### src/rtl/alu_sequencer_pkg.sv
// Shared types and constants for the ALU control sequencer.
// Instruction layout: [11:8] op, [7:6] rd, [5:4] rs1, [3:2] rs2, [3:0] imm.
package alu_sequencer_pkg;

  localparam int DW    = 4;
  localparam int NREGS = 4;
  localparam int AW    = $clog2(NREGS);
  localparam int IW    = 12;

  localparam int OP_LSB  = 8;
  localparam int RD_LSB  = 6;
  localparam int RS1_LSB = 4;
  localparam int RS2_LSB = 2;

  localparam logic [3:0] OP_NOP = 4'd0;
  localparam logic [3:0] OP_ADD = 4'd1;
  localparam logic [3:0] OP_SUB = 4'd2;
  localparam logic [3:0] OP_AND = 4'd3;
  localparam logic [3:0] OP_OR  = 4'd4;
  localparam logic [3:0] OP_XOR = 4'd5;
  localparam logic [3:0] OP_INV = 4'd6;
  localparam logic [3:0] OP_LSH = 4'd7;
  localparam logic [3:0] OP_RSH = 4'd8;
  localparam logic [3:0] OP_LDI = 4'd9;

  typedef enum logic [2:0] {
    S_IDLE,
    S_ISSUE,
    S_SHLOAD,
    S_SHIFT,
    S_WB
  } state_e;

  typedef struct packed {
    logic [3:0]    op;
    logic [AW-1:0] rd;
    logic [AW-1:0] rs1;
    logic [AW-1:0] rs2;
    logic [1:0]    lo;
  } instr_t;

  function automatic logic op_is_alu(logic [3:0] op);
    return (op >= OP_ADD) && (op <= OP_INV);
  endfunction

  function automatic logic op_is_sh(logic [3:0] op);
    return (op == OP_LSH) || (op == OP_RSH);
  endfunction

endpackage

### src/rtl/alu_sequencer_if.sv
// Instruction handshake, ALU control/result and status bundle.
// slave = sequencer side, master = instruction source plus ALU.
interface alu_sequencer_if;
  import alu_sequencer_pkg::*;

  logic          instr_valid;
  logic          instr_ready;
  logic [IW-1:0] instr;
  logic          alu_add;
  logic          alu_sub;
  logic          alu_lsr;
  logic          alu_lsh;
  logic          alu_rsh;
  logic          alu_and;
  logic          alu_or;
  logic          alu_xor;
  logic          alu_inv;
  logic [DW-1:0] alu_in1;
  logic [DW-1:0] alu_in2;
  logic [DW-1:0] alu_out;
  logic          alu_overflow;
  logic          alu_shift_flag;
  logic          done;
  logic          illegal;
  logic          carry_flag;
  logic          zero_flag;
  logic          shift_flag;

  modport slave (
    input  instr_valid, instr,
    input  alu_out, alu_overflow, alu_shift_flag,
    output instr_ready,
    output alu_add, alu_sub, alu_lsr, alu_lsh,
    output alu_rsh, alu_and, alu_or, alu_xor,
    output alu_inv, alu_in1, alu_in2,
    output done, illegal,
    output carry_flag, zero_flag, shift_flag
  );

  modport master (
    output instr_valid, instr,
    output alu_out, alu_overflow, alu_shift_flag,
    input  instr_ready,
    input  alu_add, alu_sub, alu_lsr, alu_lsh,
    input  alu_rsh, alu_and, alu_or, alu_xor,
    input  alu_inv, alu_in1, alu_in2,
    input  done, illegal,
    input  carry_flag, zero_flag, shift_flag
  );

endinterface

### src/rtl/alu_seq_regfile.sv
// NREGS x DW register file with two latched read ports,
// one write port and a combinational debug read port.
module alu_seq_regfile
  import alu_sequencer_pkg::*;
(
  input  logic          clk,
  input  logic          reset,
  input  logic          rd1_en_i,
  input  logic [AW-1:0] rs1_i,
  output logic [DW-1:0] rd1_o,
  input  logic          rd2_en_i,
  input  logic [AW-1:0] rs2_i,
  output logic [DW-1:0] rd2_o,
  input  logic          we_i,
  input  logic [AW-1:0] wa_i,
  input  logic [DW-1:0] wd_i,
  input  logic [AW-1:0] dbg_sel_i,
  output logic [DW-1:0] dbg_o
);

  logic [DW-1:0] mem_q [NREGS];
  logic [DW-1:0] rd1_q;
  logic [DW-1:0] rd2_q;

  // Latched read data doubles as the held ALU operands.
  always_ff @(posedge clk or negedge reset) begin
    if (!reset) begin
      for (int i = 0; i < NREGS; i++) begin
        mem_q[i] <= '0;
      end
      rd1_q <= '0;
      rd2_q <= '0;
    end else begin
      if (we_i) mem_q[wa_i] <= wd_i;
      if (rd1_en_i) rd1_q <= mem_q[rs1_i];
      if (rd2_en_i) rd2_q <= mem_q[rs2_i];
    end
  end

  assign rd1_o = rd1_q;
  assign rd2_o = rd2_q;
  assign dbg_o = mem_q[dbg_sel_i];

endmodule

### src/rtl/alu_sequencer.sv
// Serialising control stage in front of the 4-bit ALU:
// decodes, strobes the ALU, captures flags, writes back.
module alu_sequencer
  import alu_sequencer_pkg::*;
(
  input  logic           clk,
  input  logic           reset,
  alu_sequencer_if.slave bus,
  input  logic [AW-1:0]  dbg_sel,
  output logic [DW-1:0]  dbg_data
);

  state_e        state_q, state_d;
  instr_t        ins;
  logic [3:0]    op_q;
  logic [AW-1:0] rd_q;
  logic [DW-1:0] imm_q;
  logic          illegal_q;
  logic          carry_q;
  logic          zero_q;
  logic          shflag_q;
  logic          xfer;
  logic          is_alu;
  logic          is_sh;
  logic          is_ldi;
  logic          is_bad;
  logic          we;
  logic [DW-1:0] wdata;

  assign ins    = instr_t'(bus.instr);
  assign is_alu = op_is_alu(ins.op);
  assign is_sh  = op_is_sh(ins.op);
  assign is_ldi = (ins.op == OP_LDI);
  assign is_bad = (ins.op > OP_LDI);

  assign bus.instr_ready = reset & (state_q == S_IDLE);
  assign xfer  = bus.instr_valid & bus.instr_ready;
  assign we    = (state_q == S_WB);
  assign wdata = (op_q == OP_LDI) ? imm_q : bus.alu_out;

  alu_seq_regfile u_rf (
    .clk       (clk),
    .reset     (reset),
    .rd1_en_i  (xfer & (is_alu | is_sh)),
    .rs1_i     (ins.rs1),
    .rd1_o     (bus.alu_in1),
    .rd2_en_i  (xfer & is_alu),
    .rs2_i     (ins.rs2),
    .rd2_o     (bus.alu_in2),
    .we_i      (we),
    .wa_i      (rd_q),
    .wd_i      (wdata),
    .dbg_sel_i (dbg_sel),
    .dbg_o     (dbg_data)
  );

  always_ff @(posedge clk or negedge reset) begin
    if (!reset) begin
      state_q   <= S_IDLE;
      op_q      <= OP_NOP;
      rd_q      <= '0;
      imm_q     <= '0;
      illegal_q <= 1'b0;
      carry_q   <= 1'b0;
      zero_q    <= 1'b0;
      shflag_q  <= 1'b0;
    end else begin
      state_q   <= state_d;
      illegal_q <= xfer & is_bad;
      if (xfer) begin
        op_q  <= ins.op;
        rd_q  <= ins.rd;
        imm_q <= {ins.rs2, ins.lo};
      end
      if (state_q == S_SHIFT) begin
        shflag_q <= bus.alu_shift_flag;
      end
      if (we) begin
        zero_q <= (wdata == '0);
        // Shifts and LDI leave carry alone.
        unique case (op_q)
          OP_ADD, OP_SUB: carry_q <= bus.alu_overflow;
          OP_AND, OP_OR,
          OP_XOR, OP_INV: carry_q <= 1'b0;
          default:        carry_q <= carry_q;
        endcase
      end
    end
  end

  always_comb begin
    state_d     = state_q;
    bus.alu_add = 1'b0;
    bus.alu_sub = 1'b0;
    bus.alu_lsr = 1'b0;
    bus.alu_lsh = 1'b0;
    bus.alu_rsh = 1'b0;
    bus.alu_and = 1'b0;
    bus.alu_or  = 1'b0;
    bus.alu_xor = 1'b0;
    bus.alu_inv = 1'b0;
    unique case (state_q)
      S_IDLE: begin
        if (xfer) begin
          unique case (1'b1)
            is_alu:  state_d = S_ISSUE;
            is_sh:   state_d = S_SHLOAD;
            is_ldi:  state_d = S_WB;
            default: state_d = S_IDLE;
          endcase
        end
      end
      S_ISSUE: begin
        state_d = S_WB;
        unique case (op_q)
          OP_ADD:  bus.alu_add = 1'b1;
          OP_SUB:  bus.alu_sub = 1'b1;
          OP_AND:  bus.alu_and = 1'b1;
          OP_OR:   bus.alu_or  = 1'b1;
          OP_XOR:  bus.alu_xor = 1'b1;
          OP_INV:  bus.alu_inv = 1'b1;
          default: ;
        endcase
      end
      S_SHLOAD: begin
        state_d     = S_SHIFT;
        bus.alu_lsr = 1'b1;
      end
      S_SHIFT: begin
        state_d     = S_WB;
        bus.alu_lsh = (op_q == OP_LSH);
        bus.alu_rsh = (op_q == OP_RSH);
      end
      S_WB:    state_d = S_IDLE;
      default: state_d = S_IDLE;
    endcase
  end

  assign bus.done       = we;
  assign bus.illegal    = illegal_q;
  assign bus.carry_flag = carry_q;
  assign bus.zero_flag  = zero_q;
  assign bus.shift_flag = shflag_q;

endmodule

### src/flat_wrapper.sv
// flat-port wrapper written by rule: the top's interface ports become plain ports
module alu_sequencer_flat import alu_sequencer_pkg::*;
  (clk, reset, dbg_sel, dbg_data, bus_instr_valid, bus_instr, bus_alu_out, bus_alu_overflow, bus_alu_shift_flag, bus_instr_ready, bus_alu_add, bus_alu_sub, bus_alu_lsr, bus_alu_lsh, bus_alu_rsh, bus_alu_and, bus_alu_or, bus_alu_xor, bus_alu_inv, bus_alu_in1, bus_alu_in2, bus_done, bus_illegal, bus_carry_flag, bus_zero_flag, bus_shift_flag);
  alu_sequencer_if bus_i ();
  input  logic clk;
  input  logic reset;
  input  logic [AW-1:0] dbg_sel;
  output logic [DW-1:0] dbg_data;
  input wire logic [$bits(bus_i.instr_valid)-1:0] bus_instr_valid;
  input wire logic [$bits(bus_i.instr)-1:0] bus_instr;
  input wire logic [$bits(bus_i.alu_out)-1:0] bus_alu_out;
  input wire logic [$bits(bus_i.alu_overflow)-1:0] bus_alu_overflow;
  input wire logic [$bits(bus_i.alu_shift_flag)-1:0] bus_alu_shift_flag;
  output wire logic [$bits(bus_i.instr_ready)-1:0] bus_instr_ready;
  output wire logic [$bits(bus_i.alu_add)-1:0] bus_alu_add;
  output wire logic [$bits(bus_i.alu_sub)-1:0] bus_alu_sub;
  output wire logic [$bits(bus_i.alu_lsr)-1:0] bus_alu_lsr;
  output wire logic [$bits(bus_i.alu_lsh)-1:0] bus_alu_lsh;
  output wire logic [$bits(bus_i.alu_rsh)-1:0] bus_alu_rsh;
  output wire logic [$bits(bus_i.alu_and)-1:0] bus_alu_and;
  output wire logic [$bits(bus_i.alu_or)-1:0] bus_alu_or;
  output wire logic [$bits(bus_i.alu_xor)-1:0] bus_alu_xor;
  output wire logic [$bits(bus_i.alu_inv)-1:0] bus_alu_inv;
  output wire logic [$bits(bus_i.alu_in1)-1:0] bus_alu_in1;
  output wire logic [$bits(bus_i.alu_in2)-1:0] bus_alu_in2;
  output wire logic [$bits(bus_i.done)-1:0] bus_done;
  output wire logic [$bits(bus_i.illegal)-1:0] bus_illegal;
  output wire logic [$bits(bus_i.carry_flag)-1:0] bus_carry_flag;
  output wire logic [$bits(bus_i.zero_flag)-1:0] bus_zero_flag;
  output wire logic [$bits(bus_i.shift_flag)-1:0] bus_shift_flag;
  assign bus_i.instr_valid = bus_instr_valid;
  assign bus_i.instr = bus_instr;
  assign bus_i.alu_out = bus_alu_out;
  assign bus_i.alu_overflow = bus_alu_overflow;
  assign bus_i.alu_shift_flag = bus_alu_shift_flag;
  assign bus_instr_ready = bus_i.instr_ready;
  assign bus_alu_add = bus_i.alu_add;
  assign bus_alu_sub = bus_i.alu_sub;
  assign bus_alu_lsr = bus_i.alu_lsr;
  assign bus_alu_lsh = bus_i.alu_lsh;
  assign bus_alu_rsh = bus_i.alu_rsh;
  assign bus_alu_and = bus_i.alu_and;
  assign bus_alu_or = bus_i.alu_or;
  assign bus_alu_xor = bus_i.alu_xor;
  assign bus_alu_inv = bus_i.alu_inv;
  assign bus_alu_in1 = bus_i.alu_in1;
  assign bus_alu_in2 = bus_i.alu_in2;
  assign bus_done = bus_i.done;
  assign bus_illegal = bus_i.illegal;
  assign bus_carry_flag = bus_i.carry_flag;
  assign bus_zero_flag = bus_i.zero_flag;
  assign bus_shift_flag = bus_i.shift_flag;
  alu_sequencer u_core (.clk(clk), .reset(reset), .bus(bus_i), .dbg_sel(dbg_sel), .dbg_data(dbg_data));
endmodule
### config.mk
export PLATFORM = sky130hd
export DESIGN_NAME = alu_sequencer_flat
export DESIGN_NICKNAME = d
export VERILOG_FILES = /design/src/rtl/alu_sequencer_pkg.sv /design/src/rtl/alu_sequencer_if.sv /design/src/rtl/alu_seq_regfile.sv /design/src/rtl/alu_sequencer.sv /design/src/flat_wrapper.sv
export SDC_FILE = /design/constraint.sdc
export NUM_CORES = 1
export LEC_CHECK = 0
export CELL_PAD_IN_SITES_DETAIL_PLACEMENT = 0
export CELL_PAD_IN_SITES_GLOBAL_PLACEMENT = 2
export CORE_ASPECT_RATIO = 0.8
export CORE_MARGIN = 4
export CORE_UTILIZATION = 30
export CTS_CLUSTER_DIAMETER = 100
export DETAILED_ROUTE_END_ITERATION = 7
export PLACE_DENSITY = 0.86
export SLEW_MARGIN = 20
export SYNTH_ARGS = -nofsm -noshare
export SYNTH_HDL_FRONTEND = slang
export SYNTH_SLANG_ARGS = --single-unit
### constraint.sdc
create_clock -name clk -period 2.11 [get_ports clk]
set_input_delay 0.211 -clock clk [delete_from_list [all_inputs] [get_ports clk]]
set_output_delay 0.211 -clock clk [all_outputs]
set_load 0.05 [all_outputs]
**M3 wires**

Cells faint in the background.
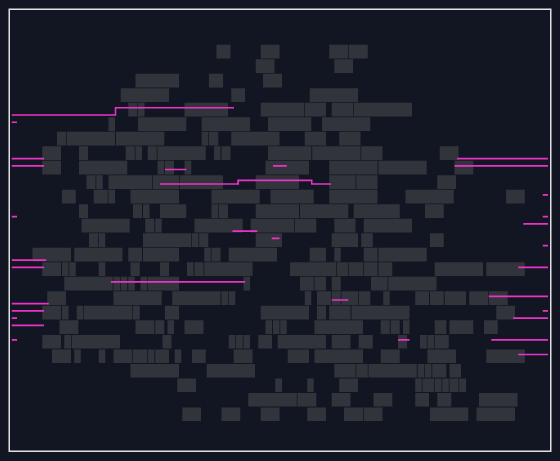
nets with wire on the layer = 30
longest straight run = 24.8 um
main direction = horizontal
share of all routed wire = 4.7%
wire length on this layer = 240 um
wirelength, routed: 5115 um
DR vias: 1,598
met3 Use GR: 0.03275

**Clock network drawn from the DEF**

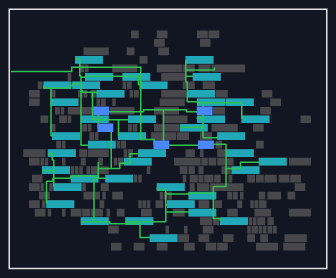
green -> clock wires  # length 551 um
cyan -> flip-flops  # count 41
blue -> clock drivers  # count 5
routed clock nets = 6
clock network power: 0.750 mW
Clock Power Share: 0.169

==> changes_impl.md <==
### Changed

- Status: complete, no violations
- RR Startpoint: u_core.state_q[2]$_DFFE_PN0P_
- Initial antenna violation count: 0
- Placed cells: 319
- Max_cap viols: 0
- Cell with the most instances after synthesis: dfrtp_1
- Layout area overhead: 39.15%
- Slew HR: 0.6432
- Minimum clock period after layout: 1.907 ns
- Clk buf depth: 2
- Critical path origin: u_core.state_q[1]$_DFFE_PN0P_
- Setup Buffers After CTS: 0
- Net count after synthesis: 206
- Clock Skews: 0.01099 ns
- Pleak: 1.198 nW
- HP Class: in -> async
- Worst Setup Start Kind: flip-flop
- Period utilisation layout: 0.9037
- Finished Core Util: 0.4419
- Core box area: 6571 um^2
- Yosys chip area: 2087 um^2
- YS warnings: 0
- Dominant Register Cell: dfrtp_1
- Int Pwr: 2.560 mW
- Top-area cell type share of the netlist area: 0.4916
- DRT antenna net count: 0
- Routed len/inst: 15.64 um
- Combinational share of power: 0.480
- Count of tool warnings: 27
- Vias in the first global route: 1,552
- Via-to-Cell Ratio: 4.887
- DP Wirelength: 3912 um
- I/O Pins: 50
- WP data required: 1.90 ns
- Seq pwr share: 0.351
- # nets final: 265
- Layout cells sized above 1: 0.2716
- FP Core Util: 0.3176
- Yosys stat cell total: 183
- Placed Area: 2770 um^2
- Sw Ratio: 0.4220
- Post-synth top cells: dfrtp_1, nand2_1, nor2_1
- RR Endpoint: u_core.u_rf.rd2_o[0]$_DFFE_PN0P_
- CTS sink count: 41
- Final GP Congestion: 0.7701
- Largest net degree at the start of global routing: 42
- Number of enable flip-flop cells: 0
- Fin. Hold Viols: 0
- Port buffer count: 49
- Setup violators final: 0
- Die W: 101.3 um
- Residual DRC count: 0
- Post-Synthesis Cell Area: 2087 um^2
- First-pass GRT wire length: 8424 um
- Htree depth: 2
- RSZ-0062 raised after global routing: no
- Max-slew violations: 0
- P_sw: 1.869 mW
- # hold bufs at CTS: 0
- Final Non-Filler Cells: 327
- Std-Cell Rows: 26
- Worst vdd ir: 0.0006199 V
- Async SR Flop Fraction: 1.000
- Crit. End Element: output port
- Cell taking the most area after synthesis: dfrtp_1
- Register share after synthesis: 0.4916
- Critical path class: reg -> out
- CTS buffer count: 5
- Root buffer cell: clkbuf_8
- Cells on worst reg2reg path: 4
- CP endpoint: bus_alu_or
- Min Hold Slack: 0.05086 ns
- Synth unique cells: 33
- Arr. time, crit path: 1.70 ns
- Clk latency late pin: 0.29 ns
- Top cells by area: dfrtp_1, mux4_2, nand2_1, mux2_2, nor2_1
- FMAX: 0.5244 GHz
- Power Density: 1525 nW/um^2
- Flop-to-flop setup slack: 0.24 ns
- GRT Overall Usage: 0.1318
- Post-Syn Instances: 183
- Die height: 82.60 um
**Cells by drive strength**

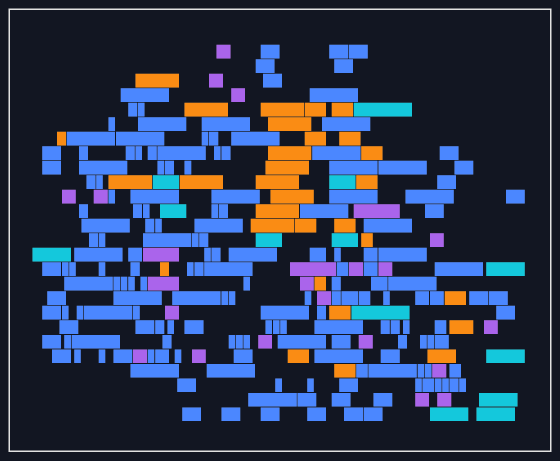
cyan -> _6 and larger  # cells 13
orange -> _2 cells  # cells 30
blue -> _0 and _1 cells  # cells 177
purple -> _3 and _4 cells  # cells 23
Final Instance Area: 2904 um^2
non-clock buffer count: 59

-- state kept, by name, indices dropped and copies added (netlist names), 2 cells and up --
| name | cells |
|---|---|
| u_core.imm_q | 4 |
| u_core.u_rf.mem_q | 16 |
| u_core.state_q | 3 |
| u_core.rd_q | 2 |
| u_core.op_q | 4 |
| u_core.u_rf.rd1_o | 4 |
| u_core.u_rf.rd2_o | 4 |
-- worst min-delay path by stage --
stage,start,slack [ns],end
2_1_floorplan,reset,-0.08,u_core.bus.carry_flag$_DFFE_PN0P_
3_3_place_gp,reset,0.40,u_core.u_rf.mem_q[6]$_DFFE_PN0P_
3_5_place_dp,reset,0.38,u_core.u_rf.mem_q[5]$_DFFE_PN0P_
4_1_cts,reset,0.07,u_core.u_rf.mem_q[2]$_DFFE_PN0P_
5_1_grt,reset,0.08,u_core.u_rf.mem_q[2]$_DFFE_PN0P_
6_report,reset,0.05,u_core.u_rf.mem_q[5]$_DFFE_PN0P_
-- worst max-delay path: stages (launching register included) --
cell	delay (ns)
dfrtp_1	0.46
nor3b_1	0.29
nand3b_1	0.16
nor3_1	0.31
buf_12	0.19
-- stage by stage --
stage,TNS [ns],worst slack (ns),power [mW]
after global routing,0,0.01137,4.710
after floorplan,-0.2141,-0.05354,2.916
after CTS,0,0.1732,4.463
after detailed placement,0,0.2235,3.713
after global placement,0,0.2657,3.686
final,0,0.2031,4.428
-- layer usage --
layer  share of wire  wire (um)  vias to the layer above  track usage
li1                -          -                      775            -
met1            0.50       2571                      782       0.1931
met2            0.44       2270                       37       0.1971
met3           0.047        240                        4      0.03275
met4          0.0066         34                        0      0.02789
met5               0          0                        -            0
-- cell type report --
| class | count | area (um^2) |
|---|---|---|
| tap | 84 | 105.1 |
| clock inverter | 3 | 65.06 |
| multi-input combinational | 134 | 1037 |
| sequential | 41 | 1026 |
| inverter | 1 | 3.754 |
| clock buffer | 5 | 68.82 |
| timing repair buffer | 59 | 598.1 |
| fill | 621 | 3667 |
-- cell usage in the layout (no fill, tap or decap), types with 6 or more instances in the layout --
master and count:
dfrtp_1 41, nand2_1 36, clkdlybuf4s50_1 33, buf_4 19, nor2_1 18, mux4_2 12, mux2_2 12, a21oi_1 9
o21ai_0 9, buf_12 6
-- cell families after synthesis --
group           share of synthesized area
mux                                0.2134
compound gates                    0.05816
flops                              0.4916
simple gates                       0.2152
buf+inv                           0.01738
xor+xnor                         0.004197
-- power by group through the flow --
stage | Combinational, mW | Sequential, mW | Clock (mW)
after floorplan | 1.16 | 1.76 | 0
after global placement | 2.13 | 1.56 | 0
after detailed placement | 2.14 | 1.57 | 0
after CTS | 2.15 | 1.55 | 0.761
after global routing | 2.29 | 1.62 | 0.800
final | 2.12 | 1.55 | 0.750
Power is estimated from default activity; no workload was simulated.
